m1.png
Bar = 50 µm.
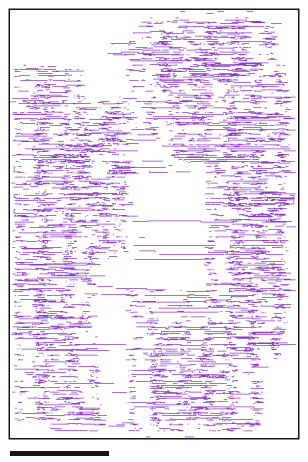
m2.png
Bar = 50 µm.
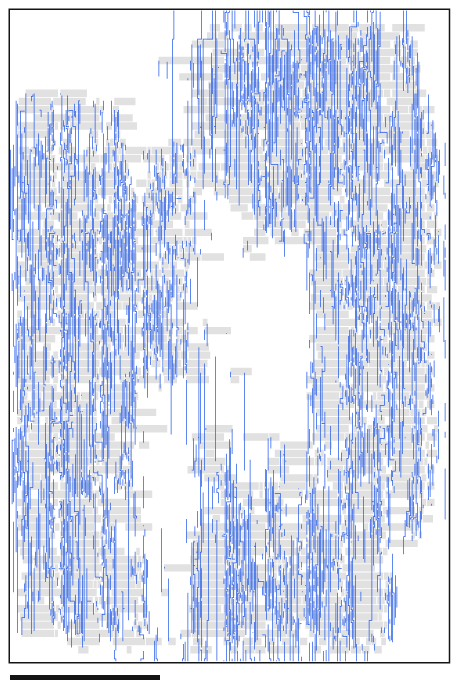
==> config.mk <==
export PLATFORM = sky130hd
export DESIGN_NAME = triple_port_request_buffer
export DESIGN_NICKNAME = d
export VERILOG_FILES = /design/src/rtl/triple_port_request_buffer.sv
export SDC_FILE = /design/constraint.sdc
export NUM_CORES = 1
export LEC_CHECK = 0
export ABC_AREA = 1
export CORE_ASPECT_RATIO = 1.5
export CORE_MARGIN = 2
export CORE_UTILIZATION = 50
export CTS_CLUSTER_SIZE = 28
export DETAILED_ROUTE_END_ITERATION = 10
export PLACE_DENSITY = 0.84
export SETUP_SLACK_MARGIN = 0.3
export SYNTH_ARGS = -nofsm -noshare
export SYNTH_HDL_FRONTEND = slang
export SYNTH_SLANG_ARGS = --single-unit
==> constraint.sdc <==
create_clock -name clk -period 2.3 [get_ports clk]
set_input_delay 0.345 -clock clk [delete_from_list [all_inputs] [get_ports clk]]
set_output_delay 0.345 -clock clk [all_outputs]
set_load 0.02 [all_outputs]
==> src/rtl/triple_port_request_buffer.sv <==
// Three independent request FIFOs in front of a triple-ported memory.
// Heads pop only on cycles where the memory is not freezing its inputs.

module tprb_fifo #(
    parameter int ADDR_W = 12,
    parameter int DATA_W = 16,
    parameter int DEPTH  = 4,
    parameter int CNT_W  = $clog2(DEPTH) + 1
) (
    input  logic              clk_i,
    input  logic              reset_i,
    input  logic              freeze_i,
    input  logic [ADDR_W-1:0] req_addr_i,
    input  logic [DATA_W-1:0] req_data_i,
    input  logic              req_wen_i,
    input  logic              req_valid_i,
    output logic              req_ready_o,
    output logic [ADDR_W-1:0] mem_addr_o,
    output logic [DATA_W-1:0] mem_data_o,
    output logic              mem_wen_o,
    output logic              mem_valid_o,
    output logic [CNT_W-1:0]  count_o
);

    localparam int PTR_W = $clog2(DEPTH);
    localparam int ENT_W = ADDR_W + DATA_W + 1;
    localparam logic [CNT_W-1:0] FULL = CNT_W'(DEPTH);

    logic [ENT_W-1:0] mem_q [DEPTH];
    logic [PTR_W-1:0] wr_ptr_q, wr_ptr_d;
    logic [PTR_W-1:0] rd_ptr_q, rd_ptr_d;
    logic [CNT_W-1:0] count_q, count_d;
    logic             push, pop;
    logic [ENT_W-1:0] head;

    // Ready looks only at the registered count, never at a same-cycle pop.
    assign req_ready_o = (count_q != FULL) & ~reset_i;
    assign push        = req_valid_i & req_ready_o;
    assign pop         = (count_q != '0) & ~freeze_i;

    // Next-state for pointers and occupancy.
    always_comb begin
        wr_ptr_d = wr_ptr_q;
        rd_ptr_d = rd_ptr_q;
        count_d  = count_q;
        if (push) begin
            wr_ptr_d = wr_ptr_q + PTR_W'(1);
        end
        if (pop) begin
            rd_ptr_d = rd_ptr_q + PTR_W'(1);
        end
        if (push && !pop) begin
            count_d = count_q + CNT_W'(1);
        end else if (pop && !push) begin
            count_d = count_q - CNT_W'(1);
        end
    end

    // Pointer and count registers; reset wins over any push or pop.
    always_ff @(posedge clk_i) begin
        if (reset_i) begin
            wr_ptr_q <= '0;
            rd_ptr_q <= '0;
            count_q  <= '0;
        end else begin
            wr_ptr_q <= wr_ptr_d;
            rd_ptr_q <= rd_ptr_d;
            count_q  <= count_d;
        end
    end

    // Storage array; contents are don't-care until written.
    always_ff @(posedge clk_i) begin
        if (push) begin
            mem_q[wr_ptr_q] <= {req_addr_i, req_data_i, req_wen_i};
        end
    end

    assign head        = mem_q[rd_ptr_q];
    assign mem_valid_o = (count_q != '0);
    assign count_o     = count_q;

    // Empty FIFO drives zeros instead of stale storage.
    always_comb begin
        mem_addr_o = '0;
        mem_data_o = '0;
        mem_wen_o  = 1'b0;
        if (mem_valid_o) begin
            {mem_addr_o, mem_data_o, mem_wen_o} = head;
        end
    end

endmodule

module triple_port_request_buffer #(
    parameter int ADDR_W = 12,
    parameter int DATA_W = 16,
    parameter int DEPTH  = 4,
    localparam int CNT_W = $clog2(DEPTH) + 1
) (
    input  logic              clk,
    input  logic              reset,
    input  logic              freeze_inputs,

    input  logic [ADDR_W-1:0] p1_req_addr,
    input  logic [DATA_W-1:0] p1_req_data,
    input  logic              p1_req_wen,
    input  logic              p1_req_valid,
    output logic              p1_req_ready,
    output logic [ADDR_W-1:0] p1_mem_addr,
    output logic [DATA_W-1:0] p1_mem_data,
    output logic              p1_mem_wen,
    output logic              p1_mem_valid,
    output logic [CNT_W-1:0]  p1_count,

    input  logic [ADDR_W-1:0] p2_req_addr,
    input  logic [DATA_W-1:0] p2_req_data,
    input  logic              p2_req_wen,
    input  logic              p2_req_valid,
    output logic              p2_req_ready,
    output logic [ADDR_W-1:0] p2_mem_addr,
    output logic [DATA_W-1:0] p2_mem_data,
    output logic              p2_mem_wen,
    output logic              p2_mem_valid,
    output logic [CNT_W-1:0]  p2_count,

    input  logic [ADDR_W-1:0] p3_req_addr,
    input  logic [DATA_W-1:0] p3_req_data,
    input  logic              p3_req_wen,
    input  logic              p3_req_valid,
    output logic              p3_req_ready,
    output logic [ADDR_W-1:0] p3_mem_addr,
    output logic [DATA_W-1:0] p3_mem_data,
    output logic              p3_mem_wen,
    output logic              p3_mem_valid,
    output logic [CNT_W-1:0]  p3_count
);

    tprb_fifo #(
        .ADDR_W(ADDR_W), .DATA_W(DATA_W), .DEPTH(DEPTH), .CNT_W(CNT_W)
    ) u_p1 (
        .clk_i      (clk),
        .reset_i    (reset),
        .freeze_i   (freeze_inputs),
        .req_addr_i (p1_req_addr),
        .req_data_i (p1_req_data),
        .req_wen_i  (p1_req_wen),
        .req_valid_i(p1_req_valid),
        .req_ready_o(p1_req_ready),
        .mem_addr_o (p1_mem_addr),
        .mem_data_o (p1_mem_data),
        .mem_wen_o  (p1_mem_wen),
        .mem_valid_o(p1_mem_valid),
        .count_o    (p1_count)
    );

    tprb_fifo #(
        .ADDR_W(ADDR_W), .DATA_W(DATA_W), .DEPTH(DEPTH), .CNT_W(CNT_W)
    ) u_p2 (
        .clk_i      (clk),
        .reset_i    (reset),
        .freeze_i   (freeze_inputs),
        .req_addr_i (p2_req_addr),
        .req_data_i (p2_req_data),
        .req_wen_i  (p2_req_wen),
        .req_valid_i(p2_req_valid),
        .req_ready_o(p2_req_ready),
        .mem_addr_o (p2_mem_addr),
        .mem_data_o (p2_mem_data),
        .mem_wen_o  (p2_mem_wen),
        .mem_valid_o(p2_mem_valid),
        .count_o    (p2_count)
    );

    tprb_fifo #(
        .ADDR_W(ADDR_W), .DATA_W(DATA_W), .DEPTH(DEPTH), .CNT_W(CNT_W)
    ) u_p3 (
        .clk_i      (clk),
        .reset_i    (reset),
        .freeze_i   (freeze_inputs),
        .req_addr_i (p3_req_addr),
        .req_data_i (p3_req_data),
        .req_wen_i  (p3_req_wen),
        .req_valid_i(p3_req_valid),
        .req_ready_o(p3_req_ready),
        .mem_addr_o (p3_mem_addr),
        .mem_data_o (p3_mem_data),
        .mem_wen_o  (p3_mem_wen),
        .mem_valid_o(p3_mem_valid),
        .count_o    (p3_count)
    );

endmodule

==> summary.log <==
INFO  worst_setup_path setup.worst_path.class=reg -> out
INFO  clocking       cts.reportedPaths.clkPinSlew=0.07ns
INFO  worst_setup_path crit_path_max_incr_delay=0.42ns
INFO  die            io_pins=195
INFO  die            dieHeight=216.7µm
INFO  die            fp.dieW=145.8µm
INFO  placement      gp_congestion=0.8015
INFO  logic_synthesis synth-main-ff-cell=edfxtp_1
INFO  die            initCoreUtil=51.00%
INFO  worst_hold_path worstHoldPathCells=1
INFO  sta            period_needed=2.166ns
INFO  placement      place.detailed.instances=1806
INFO  logic_synthesis post_synth_main_area_contributors=edfxtp_1 69%, nor2_1 9.4%, o21ai_0 3.9%
INFO  logic_synthesis synth.cell_area=0.01508mm²
INFO  sta            tightestPinTransition=0.3141ns
INFO  worst_hold_path min_to=u_p2.mem_q[0][23]$_DFFE_PP_
INFO  logic_synthesis yosys_warnings=0
INFO  worst_setup_path critical_path_arrival=1.82ns
INFO  clocking       clk_path_buf_depth=3
INFO  logic_synthesis syn_area_per_cell=12.15µm²
INFO  global_routing antenna_found_initial=2
INFO  clocking       holdBufCountCts=0
INFO  die            row_count=77
INFO  sta            setup_tns=0ns
INFO  worst_setup_path critPathSlowestCell=dfxtp_4
INFO  clocking       cts_root_buf=clkbuf_16
INFO  logic_synthesis top_area_cell=edfxtp_1
INFO  sta            clock.fmax=461.7MHz
INFO  logic_synthesis ys_seq_share=72.87%
INFO  logic_synthesis synth-cells-yosys=1241
INFO  worst_setup_path worstSetupEndpointType=primary output
INFO  worst_setup_path worstPathMaxFanout=7
INFO  sta            report.final.hold_viol_count=0
INFO  sta            clock-skew-final=0.01946ns
INFO  route          detail-route-antenna-nets=0
INFO  worst_setup_path timing.rr.start=u_p1.count_o[1]$_SDFFE_PP0P_
INFO  worst_setup_path crit_path_start_kind=flip-flop
INFO  worst_setup_path critPathRequiredTime=1.96ns
INFO  logic_synthesis ys_chip_area=0.01508mm²
INFO  logic_synthesis post-synth-top-area-fraction=69.28%
INFO  die            floorplan.die_area=0.03160mm²
INFO  run_status     run_status=finished clean
INFO  cells_and_area final_util=65.75%
INFO  cells_and_area layout-area-overhead-vs-synth=28.93%
INFO  cells_and_area fin_cells=1893
INFO  sta            final-max-slew-violation-count=0
INFO  sta            min_period_over_period=94.18%
-- m1.png (at the start) --
share of all routed wire	35%
wire length on this layer	12900 µm
main direction	horizontal
routed via count: 10450
Final Routed Wirelength: 36690 µm
met1 routing resource usage after global routing: 23.93%

-- m2.png (at the start) --
longest straight run	58.0 µm
wire length on this layer	19800 µm
global routing usage on met2: 39.10%

## power by group
group | internal (mW) | total [mW] | switching [mW] | leakage (nW)
clock | 3.11 | 5.44 | 2.33 | 0.512
combinational | 3.77 | 9.54 | 5.76 | 3.04
sequential | 7.97 | 8.31 | 0.338 | 3.39
total | 14.9 | 23.3 | 8.43 | 6.94
## flip-flops by register name, indices dropped and copies added, names as in the netlist, 3 cells and up, named ones only
register	flops
u_p3.mem_q	116
u_p3.count_o	3
u_p2.count_o	3
u_p2.mem_q	116
u_p1.count_o	3
u_p1.mem_q	116
## kinds of logic (layout without fill, tap and decap cells)
kind of cell / after synthesis / in the layout / synth area share, %
AOI/OAI and AO/OA: 276 / 276 / 9.158
xor gates and xnor gates: 3 / 3 / 0.1742
adders and majority gates: 18 / 18 / 1.642
buffers and inverters: 122 / 377 / 4.762
DFF: 375 / 375 / 72.87
other: 0 / 2 / 0
and+or+nand+nor: 447 / 447 / 11.40
## layer usage
metal	track usage (%)	share of wire, %	vias to the layer above
met1	23.93	35	5054
li1	-	-	4790
met4	9.183	2.5	0
met3	4.611	8.3	69
met2	39.10	54	535
met5	0	0	-
## cell type report
cell class | instances | area (µm²)
clock inverters | 17 | 161.4
repair inverters | 3 | 26.28
diodes | 2 | 5.005
clock buffers | 39 | 890.9
well taps | 395 | 494.2
inverters | 53 | 261.5
fillers | 2001 | 10130
flip-flops and latches | 375 | 11020
multi-input cells | 744 | 3792
repair buffers | 265 | 2796
## worst max-delay path: cells and delay by family (launching register included)
family / cells / cell delay, ns
buffers and inverters: 4 / 0.57
AND/OR/NAND/NOR: 2 / 0.11
AND-OR/OR-AND: 2 / 0.22
flip-flops: 1 / 0.42
## cells in the final DEF, fill, tap and decap left out, drive strengths merged, types with 4 or more instances in the layout
master and n:
a21oi 99, buf 149, clkbuf 49, clkdlybuf4s50 100, clkinv 15, dfxtp 27, dlymetal6s2s 4, edfxtp 348
ha 15, inv 54, nand2 48, nand3 15, nor2 381, o21ai 177
## repair_timing
item,in CTS,in global routing
gates cloned,1,10
buffers inserted,4,14
pin swaps,16,85
endpoints found under the setup margin,94,102
resized,373,280
## how the worst max path moves through the flow
stage	startpoint	depth (start not counted)	endpoint
final	flip-flop	8	p1_mem_data[11]
after global routing	flip-flop	7	p1_mem_data[9]
after CTS	flip-flop	6	p3_mem_data[9]
after detailed placement	freeze_inputs	12	u_p1.count_o[2]$_SDFFE_PP0P_
after global placement	freeze_inputs	12	u_p2.count_o[2]$_SDFFE_PP0P_
after floorplan	u_p1.count_o[0]$_SDFFE_PP0P_	4	u_p1.mem_q[0][0]$_DFFE_PP_
## through the flow
stage	hold WS [ns]	power, mW	area (µm²)
3_3_place_gp	0.4872	16.75	17630
4_1_cts	0.4342	22.31	18760
5_1_grt	0.4601	24.29	19450
3_5_place_dp	0.4919	16.94	17630
6_report	0.4562	23.28	19450
2_1_floorplan	0.4439	13.29	15110
Power and IR drop assume default switching activity.
